==> config.mk <==
export PLATFORM = sky130hd
export DESIGN_NAME = mul_unit
export DESIGN_NICKNAME = d
export VERILOG_FILES = /design/src/rtl/mul_unit_pkg.sv /design/src/rtl/mul_abs_neg.sv /design/src/rtl/mul_unit.sv
export SDC_FILE = /design/constraint.sdc
export NUM_CORES = 1
export LEC_CHECK = 0
export CORE_MARGIN = 3
export CORE_UTILIZATION = 35
export DETAILED_ROUTE_END_ITERATION = 8
export PLACE_DENSITY_LB_ADDON = 0.25
export SYNTH_ARGS = -nofsm -noshare
export SYNTH_HDL_FRONTEND = slang
export SYNTH_SLANG_ARGS = --single-unit
==> constraint.sdc <==
create_clock -name clk -period 3.82 [get_ports clk]
set_input_delay 0.764 -clock clk [delete_from_list [all_inputs] [get_ports clk]]
set_output_delay 0.764 -clock clk [all_outputs]
set_load 0.02 [all_outputs]
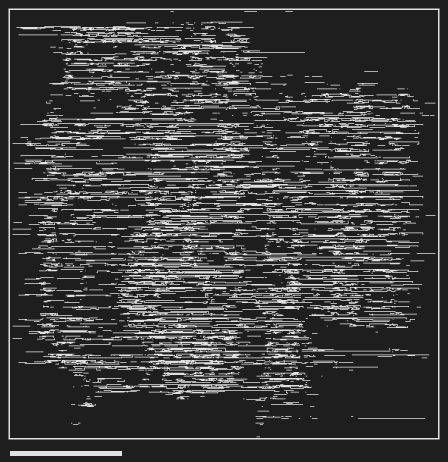
(run_1/m1.png)
The bar under the picture is 50 µm long.
nets with wire on the layer: 1623
main direction: horizontal
longest straight run: 81.4 µm
share of all routed wire: 51%
wire length on this layer: 18000 µm
Total Wirelength: 35200 µm
met1 usage: 28.2%
via count: 11.3k

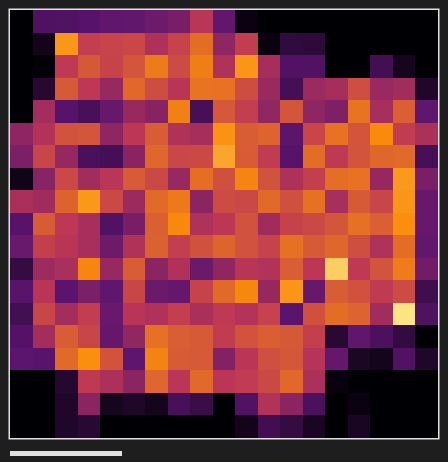
(run_1/util_map.png)
The bar under the picture is 50 µm long. 19 x 19 tiles, from black (low) to pale yellow (high), 0 to 100% covered.
tiles over 75% full: 3.3%
nearly empty tiles: 13%
emptiest ninth of the die: bottom right
fin util: 44.3%
core area: 0.0338 mm²
Floorplan Utilization: 35.8%

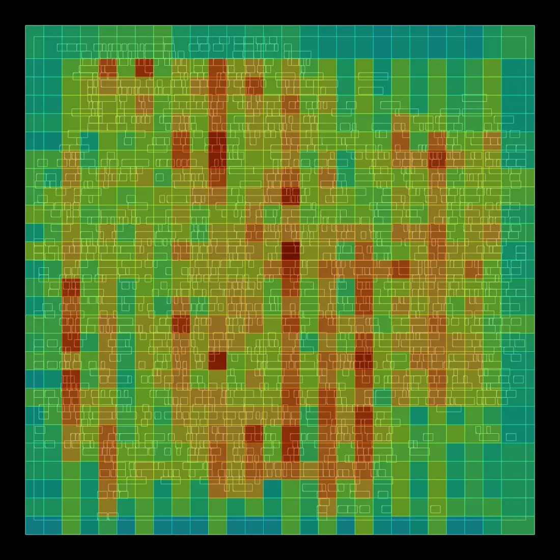
(run_1/congestion_map.png)
global routing usage on met3: 2.37%
routed len/inst: 16.7 µm

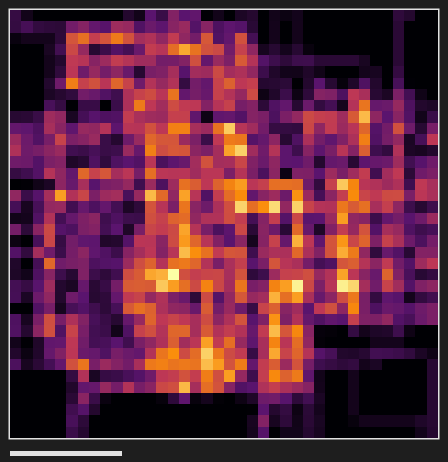
(run_1/route_heat.png)
The bar under the picture is 50 µm long. 38 x 38 tiles, from black (low) to pale yellow (high), scaled to the fullest tile. Values are wire area over tile area, all layers added.
tiles over half the peak: 20%
mean over tiles: 0.15
densest ninth of the die: middle
fullest tile: 0.51
Total GRT Usage: 18.7%

==> impl_metrics.json <==
{
  "status": "finished, final reports clean",
  "holdWs_ns": 0.448,
  "cp_data_required_time_ns": 4.25,
  "nNonClkInverters": 23,
  "comb_share_pct": 50.4,
  "syn-num-nets": 1647,
  "ys.flop_type": "dfxtp_1",
  "max_cap_viol_count": 0,
  "cp-end-kind": "flip-flop",
  "dieArea_mm2": 0.0368,
  "cts_setup_buffers": 0,
  "tap_cells": 448,
  "max_freq_ghz": 0.292,
  "setup_viol": 0,
  "crit_path_max_incr_delay_ns": 0.58,
  "dr.pass1.iters": 5,
  "p_clk_w": 0.00266,
  "seqPwrFrac_pct": 38.6,
  "synth-seq-cells": 207,
  "cts_htree_levels": 1,
  "worst-path-buf-inv": 2,
  "viasPerCell": 5.37,
  "r2r_cells": 11,
  "cts_made_buffers": 25,
  "crit_cells": 11,
  "area.share.sequential_pct": 27.7,
  "yosys_warnings": 0,
  "cts.sinks": 207,
  "switching_share_pct": 27.7,
  "drt_iter0_markers": 701,
  "holdPathStages": 2,
  "die_h_um": 192,
  "internal_power_w": 0.00433,
  "clockBufferDepth": 3,
  "path_max_fanout": 32,
  "p_sw_w": 0.00166,
  "fin_nets": 1757,
  "syn_area_mm2": 0.0121,
  "ios": 145,
  "busiest_layer": "met2",
  "startpoint_type": "flip-flop",
  "synth-edff-count": 0,
  "cts_tree": "built",
  "rsz0062_at_grt": "false",
  "final_layout_size_suffix_gt1_share_pct": 6.20,
  "timing.final.ws_setup_ns": 0.396,
  "die_w_um": 192,
  "drv_slew": 0,
  "clockRootBuffer": "clkbuf_16",
  "regArea_mm2": 0.00415,
  "ys_seq_share_pct": 34.3,
  "regToRegSetupSlack_ns": 0.40,
  "clockBufferCount": 35,
  "cts-resized-gates": 0,
  "arrival_ns": 3.85,
  "slew_headroom_pct": 52.0,
  "ff_count": 207,
  "num-multi-input-gates": 1206,
  "p_per_area_mw_per_mm2": 401,
  "dominant_cells": "combinational gates",
  "buffer_area_share_pct": 11.4,
  "p_leak_nw": 5.50,
  "dpl.hpwl_um": 26300,
  "routabilityCongestion": 0.875,
  "antenna_found_initial": 1,
  "tightest_slew_ns": 0.719,
  "ys_cells": 1532,
  "combGateArea_mm2": 0.00753,
  "n_all_buffers": 179,
  "syn_avg_cell_area_um2": 7.90,
  "wl_met2_um": 15000,
  "skew_ns": 0.00964,
  "seq-power_w": 0.00231,
  "p_comb_share_pct": 17.0,
  "fin_crit_ns": 3.42,
  "num_rows": 67,
  "drc": 0,
  "cp_slowest_cell": "a2111oi_0",
  "async_reset_ff_share_pct": 0,
  "grt_pass1_wl_um": 56600,
  "clkTransAtPathRegs_ns": 0.06,
  "grt_pass1_vias": 10607,
  "syn_inst": 1532,
  "nFillCells": 3366,
  "synth.distinct_cells": 64,
  "pwr-share-clk_pct": 44.5,
  "area_growth_pct": 23.6,
  "min_period_over_period_pct": 89.6,
  "yosys-stat-area_mm2": 0.0121,
  "largestPowerGroup": "clock"
}
## run 1: synth_stat cells, types with 23 or more instances
| master | number | area [µm²] |
|---|---|---|
| and2_1 | 34 | 213 |
| a211oi_1 | 57 | 428 |
| nor2_1 | 161 | 604 |
| inv_1 | 23 | 86.3 |
| xor2_1 | 93 | 815 |
| o31ai_1 | 30 | 225 |
| dfxtp_1 | 207 | 4140 |
| or3_1 | 26 | 163 |
| nor3_1 | 42 | 210 |
| a21oi_1 | 103 | 515 |
| clkbuf_1 | 89 | 334 |
| nand3_1 | 24 | 120 |
| o21ai_0 | 95 | 475 |
| xnor2_1 | 37 | 324 |
| a22oi_1 | 36 | 270 |
| mux2i_1 | 23 | 230 |
| ha_1 | 41 | 513 |
| nand2_1 | 159 | 597 |
## run 1: cells in the final DEF, fill, tap and decap left out, drive strengths merged, types with 23 or more instances in the layout
cell type      count
a211oi            57
a21oi            103
a22oi             36
and2              35
buf               36
clkbuf            35
clkdlybuf4s50    143
dfxtp            207
ha                41
inv               24
mux2i             23
nand2            159
nand3             25
nor2             161
nor3              43
o21ai            109
o31ai             30
or3               28
xnor2             37
xor2              93
## run 1: per-stage QoR
step	instance area, µm²	cells	total power [W]
after CTS	15000	2108	0.00608
after global routing	15000	2108	0.00626
after detailed placement	14000	2063	0.00338
final	15000	2108	0.00599
after global placement	14000	2063	0.00337
after floorplan	12100	1532	0.00294
## run 1: logic make-up after synthesis
| kind of cell | share of synthesized area, % |
|---|---|
| simple gates | 23.0 |
| compound gates | 23.3 |
| flops | 34.3 |
| xor+xnor | 9.41 |
| buf+inv | 3.69 |
| fa+ha+maj | 4.41 |
| mux | 1.90 |
No activity file was given, so power comes from the tool's default toggle rates.
